==> config.mk <==
export PLATFORM = sky130hd
export DESIGN_NAME = dcache_write_buffer
export DESIGN_NICKNAME = d
export VERILOG_FILES = /design/src/rtl/dcache_write_buffer_pkg.sv /design/src/rtl/dcache_write_buffer_wb_fifo.sv /design/src/rtl/dcache_write_buffer.sv
export SDC_FILE = /design/constraint.sdc
export NUM_CORES = 1
export LEC_CHECK = 0
export CAP_MARGIN = 10
export CORE_MARGIN = 2
export CORE_UTILIZATION = 51
export CTS_BUF_LIST = sky130_fd_sc_hd__clkbuf_4 sky130_fd_sc_hd__clkbuf_8
export DETAILED_ROUTE_END_ITERATION = 10
export PLACE_DENSITY = 0.89
export SYNTH_ARGS = -nofsm -noshare
export SYNTH_HDL_FRONTEND = slang
export SYNTH_SLANG_ARGS = --single-unit
==> constraint.sdc <==
create_clock -name clk -period 8.5 [get_ports clk]
set_input_delay 1.7 -clock clk [delete_from_list [all_inputs] [get_ports clk]]
set_output_delay 1.7 -clock clk [all_outputs]
set_load 0.01 [all_outputs]
Fig. 1: run 1, signal wires on met4
Scale: 1 px per µm. Supply wires on this layer in grey.
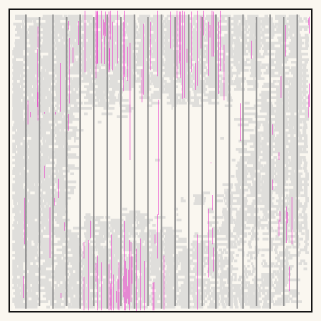
- wire length on this layer: 4,470 µm
- share of all routed wire: 4.3%
- nets with wire on the layer: 91
- main direction: vertical
- longest straight run: 117 µm
sum of routed wire length over all layers: 104.4 mm
vias post-DR: 21,920

Fig. 2: run 1, I/O pins on the die edge
Scale: 1 px per µm. Pins as bars across the die edge, other pins in grey.
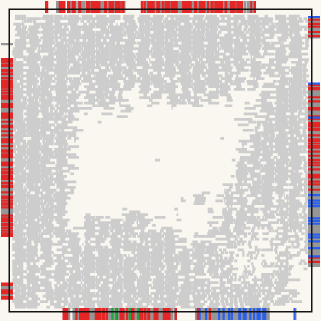
- magenta: `in_rd_rdy` (pins 1; direction output; edge bottom)
- green: `in_wr_wstrb` (pins 4; direction input; edge bottom)
- blue: `in_rd_addr` (pins 32; direction input; edge 17 bottom, 15 right)
- red: `in_wr_data` (pins 256; direction input; edge 91 top, 78 left, 48 bottom, 39 right)
- all pins by edge: 194 bottom, 182 top, 151 right, 144 left
input/output buffers: 654
die x size: 301.1 µm

Fig. 3: run 1, clock wiring as the flow saved it
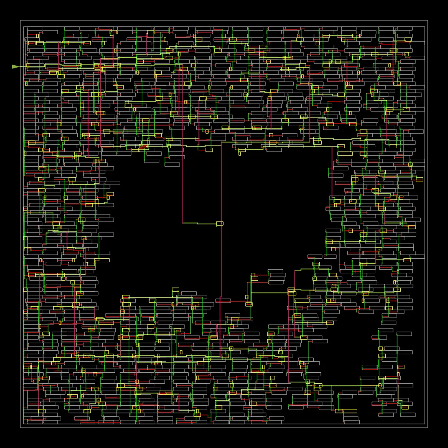
clock network latency to the later pin of the worst-skew pair: 860 ps
CLK BUF: 239

==> out/qor.rpt, run 1 <==
DETAILED ROUTING
---------------------------------------------------------------------------
Average routed wire per standard cell ........................     26.86 µm

CTS
---------------------------------------------------------------------------
CTS tree .....................................................         done
Clk sinks ....................................................        1,191

STATUS
---------------------------------------------------------------------------
Run status ................................................... complete, no violations

FLOORPLANNING
---------------------------------------------------------------------------
Die ar. ......................................................   90,670 µm²
Core Region ..................................................   87,160 µm²

SETUP PATH
---------------------------------------------------------------------------
Reg2Reg Setup Slack ..........................................      5380 ps
Worst-path fanout max ........................................            6
Largest delay contributor family on the critical path ........ buffers and inverters
Slowest-stage cell, CP ....................................... clkdlybuf4s50_1
Critical path type ...........................................       in2out
Most common cell on crit path ................................ clkdlybuf4s50_1
Kind of launch point of the worst setup path .................    input pin
R2R depth ....................................................            4

SYNTHESIS
---------------------------------------------------------------------------
Post-synthesis instance area .................................   45,020 µm²
Synth async-reset ratio ......................................      0.9236%
Most used standard cell by instance count after synthesis ....     edfxtp_1
Cell count after synthesis ...................................        1,848
Fraction of synthesized cell area in xor and xnor cells ......       2.823%
Aoi/oai-family share of the synthesized area .................      0.1334%
Cell count listed in synth_stat.txt ..........................        1,848
Total cell area reported by yosys after synthesis ............   45,020 µm²

WORST HOLD PATH
---------------------------------------------------------------------------
Cell count of the worst hold path ............................            1

STA
---------------------------------------------------------------------------
Clock period minus final worst setup slack ...................      5898 ps
Setup clock skew after layout ................................     44.12 ps
Number of failing setup endpoints in the final timing report .            0
Final hold violations ........................................            0
Total negative slack .........................................         0 ps
Min Hold Slack ...............................................     520.7 ps

GRT
---------------------------------------------------------------------------
Global-route total usage across every layer ..................       22.80%
Aggregate global routing overflow ............................            0

RUN
---------------------------------------------------------------------------
Number of max-cap violations .................................            0

LAYOUT
---------------------------------------------------------------------------
Most numerous logic cell after layout ........................     edfxtp_1
Flip-flops ...................................................        1,191
Dominant kind of cell ........................................    registers
Count of multi-input combinational gates .....................          519

PLACEMENT
---------------------------------------------------------------------------
Final weighted congestion in routability-driven placement ....       0.8777

==> run 1: power by group <==
group / internal, W / total, W / leakage, nW / switching, W
combinational: 0.00332 / 0.00646 / 5.22 / 0.00314
sequential: 0.00777 / 0.00817 / 10.9 / 0.000396
clock: 0.00242 / 0.00458 / 1.84 / 0.00215
total: 0.0135 / 0.0192 / 18.0 / 0.00569
==> run 1: metal layers <==
layer / vias to the layer above / track usage, % / part of all wire, % / wire length, µm
met3: 252 / 7.363 / 9.0 / 9359
met4: 10 / 11.82 / 4.3 / 4471
li1: 9242 / - / - / -
met2: 1079 / 38.12 / 52 / 54230
met1: 11330 / 26.45 / 35 / 36260
met5: - / 0 / 0.067 / 70
==> run 1: worst register-to-register path, stage by stage, from the launching register on <==
cell and delay (ps):
dfrtp_1 400, nor2_1 100, a21boi_1 760, and2_4 480, buf_12 470
Fig. 4: run 1, signal wires on met3
Scale: 1.5 px per µm.
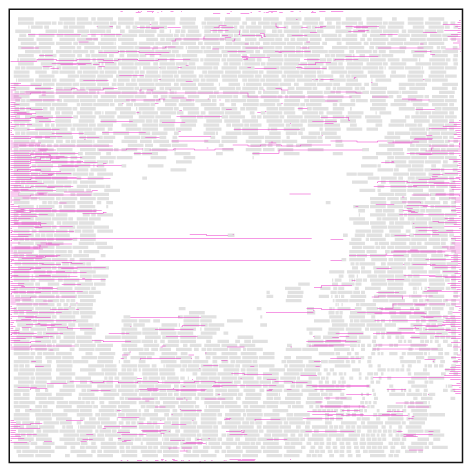

--- run 2 (diff from run 1) ---
--- a/config.mk
+++ b/config.mk
@@ -7,10 +7,10 @@
 export LEC_CHECK = 0
 export CAP_MARGIN = 10
 export CORE_MARGIN = 2
-export CORE_UTILIZATION = 51
+export CORE_UTILIZATION = 54
 export CTS_BUF_LIST = sky130_fd_sc_hd__clkbuf_4 sky130_fd_sc_hd__clkbuf_8
 export DETAILED_ROUTE_END_ITERATION = 10
-export PLACE_DENSITY = 0.89
+export PLACE_DENSITY = 0.9
 export SYNTH_ARGS = -nofsm -noshare
 export SYNTH_HDL_FRONTEND = slang
 export SYNTH_SLANG_ARGS = --single-unit
==> constraint.sdc (replaced) <==
create_clock -name clk -period 5.6 [get_ports clk]
set_input_delay 1.12 -clock clk [delete_from_list [all_inputs] [get_ports clk]]
set_output_delay 1.12 -clock clk [all_outputs]
set_load 0.01 [all_outputs]
Fig. 5: run 2, signal wires on met3
Scale: 1.5 px per µm.
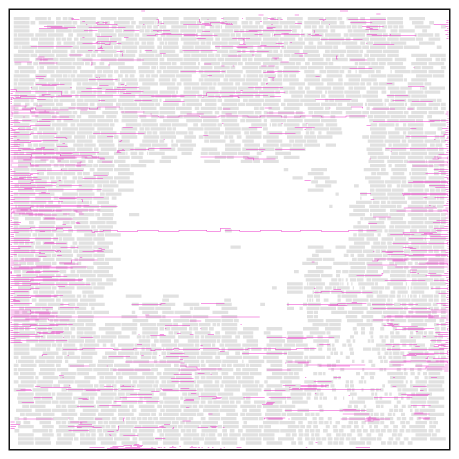
- wire length on this layer: 9,020 µm
- share of all routed wire: 8.0%
met3 usage in global routing: 7.466%
sum of routed wire length over all layers: 112.8 mm
vias post-DR: 22,510

Fig. 6: run 2, a small window of the routed layout
Window x 195 to 245, y 195 to 245 µm. Cells in grey, sequential cells in the stronger grey; small squares are vias.
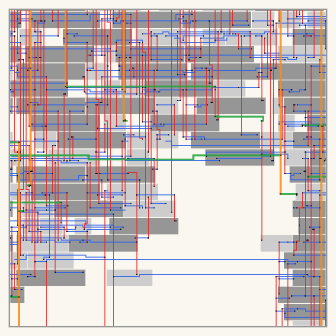
- green: met3
- orange: met4
- blue: met1
- red: met2
- most frequent: edfxtp_1 (34), clkdlybuf4s50_1 (13), mux4_2 (8)
- sequential cells in the window: 34
- cells with their middle in the window: 69

==> out/qor.rpt, run 2 <==
STATUS
---------------------------------------------------------------------------
Run status ................................................... complete, no violations

GRT
---------------------------------------------------------------------------
Global-route total usage across every layer ..................       26.47%
Aggregate global routing overflow ............................            0
Fraction of met1 tracks used by global routing ...............       31.53%
Layer with the highest usage .................................         met2

PLACEMENT
---------------------------------------------------------------------------
Final weighted congestion in routability-driven placement ....       0.8859

STA
---------------------------------------------------------------------------
Total negative slack .........................................         0 ps
Clock period minus final worst setup slack ...................      4718 ps
Number of failing setup endpoints in the final timing report .            0
Setup clock skew after layout ................................     79.22 ps
Min Hold Slack ...............................................     526.9 ps

SYNTHESIS
---------------------------------------------------------------------------
Fraction of synthesized cell area in xor and xnor cells ......       2.823%
Synth async-reset ratio ......................................      0.9236%
Total cell area reported by yosys after synthesis ............   45,020 µm²
Post-synthesis instance area .................................   45,020 µm²
Aoi/oai-family share of the synthesized area .................      0.1334%

RUN
---------------------------------------------------------------------------
Number of max-cap violations .................................            0

FLOORPLANNING
---------------------------------------------------------------------------
Die ar. ......................................................   85,700 µm²
Die x size ...................................................     292.8 µm

LAYOUT
---------------------------------------------------------------------------
Most numerous logic cell after layout ........................     edfxtp_1

SETUP PATH
---------------------------------------------------------------------------
Critical path type ...........................................       in2out
Worst-path fanout max ........................................            6
R2R depth ....................................................            5
Slowest-stage cell, CP ....................................... clkdlybuf4s50_1
Largest delay contributor family on the critical path ........ buffers and inverters

CTS
---------------------------------------------------------------------------
Clk sinks ....................................................        1,191
CTS tree .....................................................         done

POWER
---------------------------------------------------------------------------
Internal power consumption ...................................    0.02079 W
Switching power of the nets ..................................   0.009050 W
Share of total power in the clock network ....................        24.0%
Register share of total power ................................        41.9%

DETAILED ROUTING
---------------------------------------------------------------------------
Met1 layer wirelength in the final routing ...................     40.07 mm
Highest metal layer with signal wires ........................         met4
Average routed wire per standard cell ........................     29.28 µm

WORST HOLD PATH
---------------------------------------------------------------------------
Cell count of the worst hold path ............................            1

==> run 2: netlist changes by cell type in the layout (fill, tap and decap cells not counted), moves of 10 or more <==
cell      delta
clkinv_1    -21
clkbuf_4    +11
buf_12      +14
clkinv_2    +10
buf_4       +33
==> run 2: power groups by stage <==
stage	combinational (W)	clock (W)	sequential [W]
after floorplan	0.00519	0	0.0125
after global placement	0.00994	0	0.0125
after detailed placement	0.0101	0	0.0126
after CTS	0.0103	0.00730	0.0125
after global routing	0.0106	0.00763	0.0126
final	0.0102	0.00717	0.0125
==> run 2: area by class of cell <==
class | count | area [µm²]
tap | 1070 | 1339
antenna | 23 | 57.56
inverter | 9 | 33.78
timing repair buffer | 717 | 7345
clock inverter | 79 | 611.8
multi-input combinational | 519 | 8507
fill | 4671 | 25790
clock buffer | 245 | 2972
sequential | 1191 | 35720
Power and IR drop assume default switching activity.
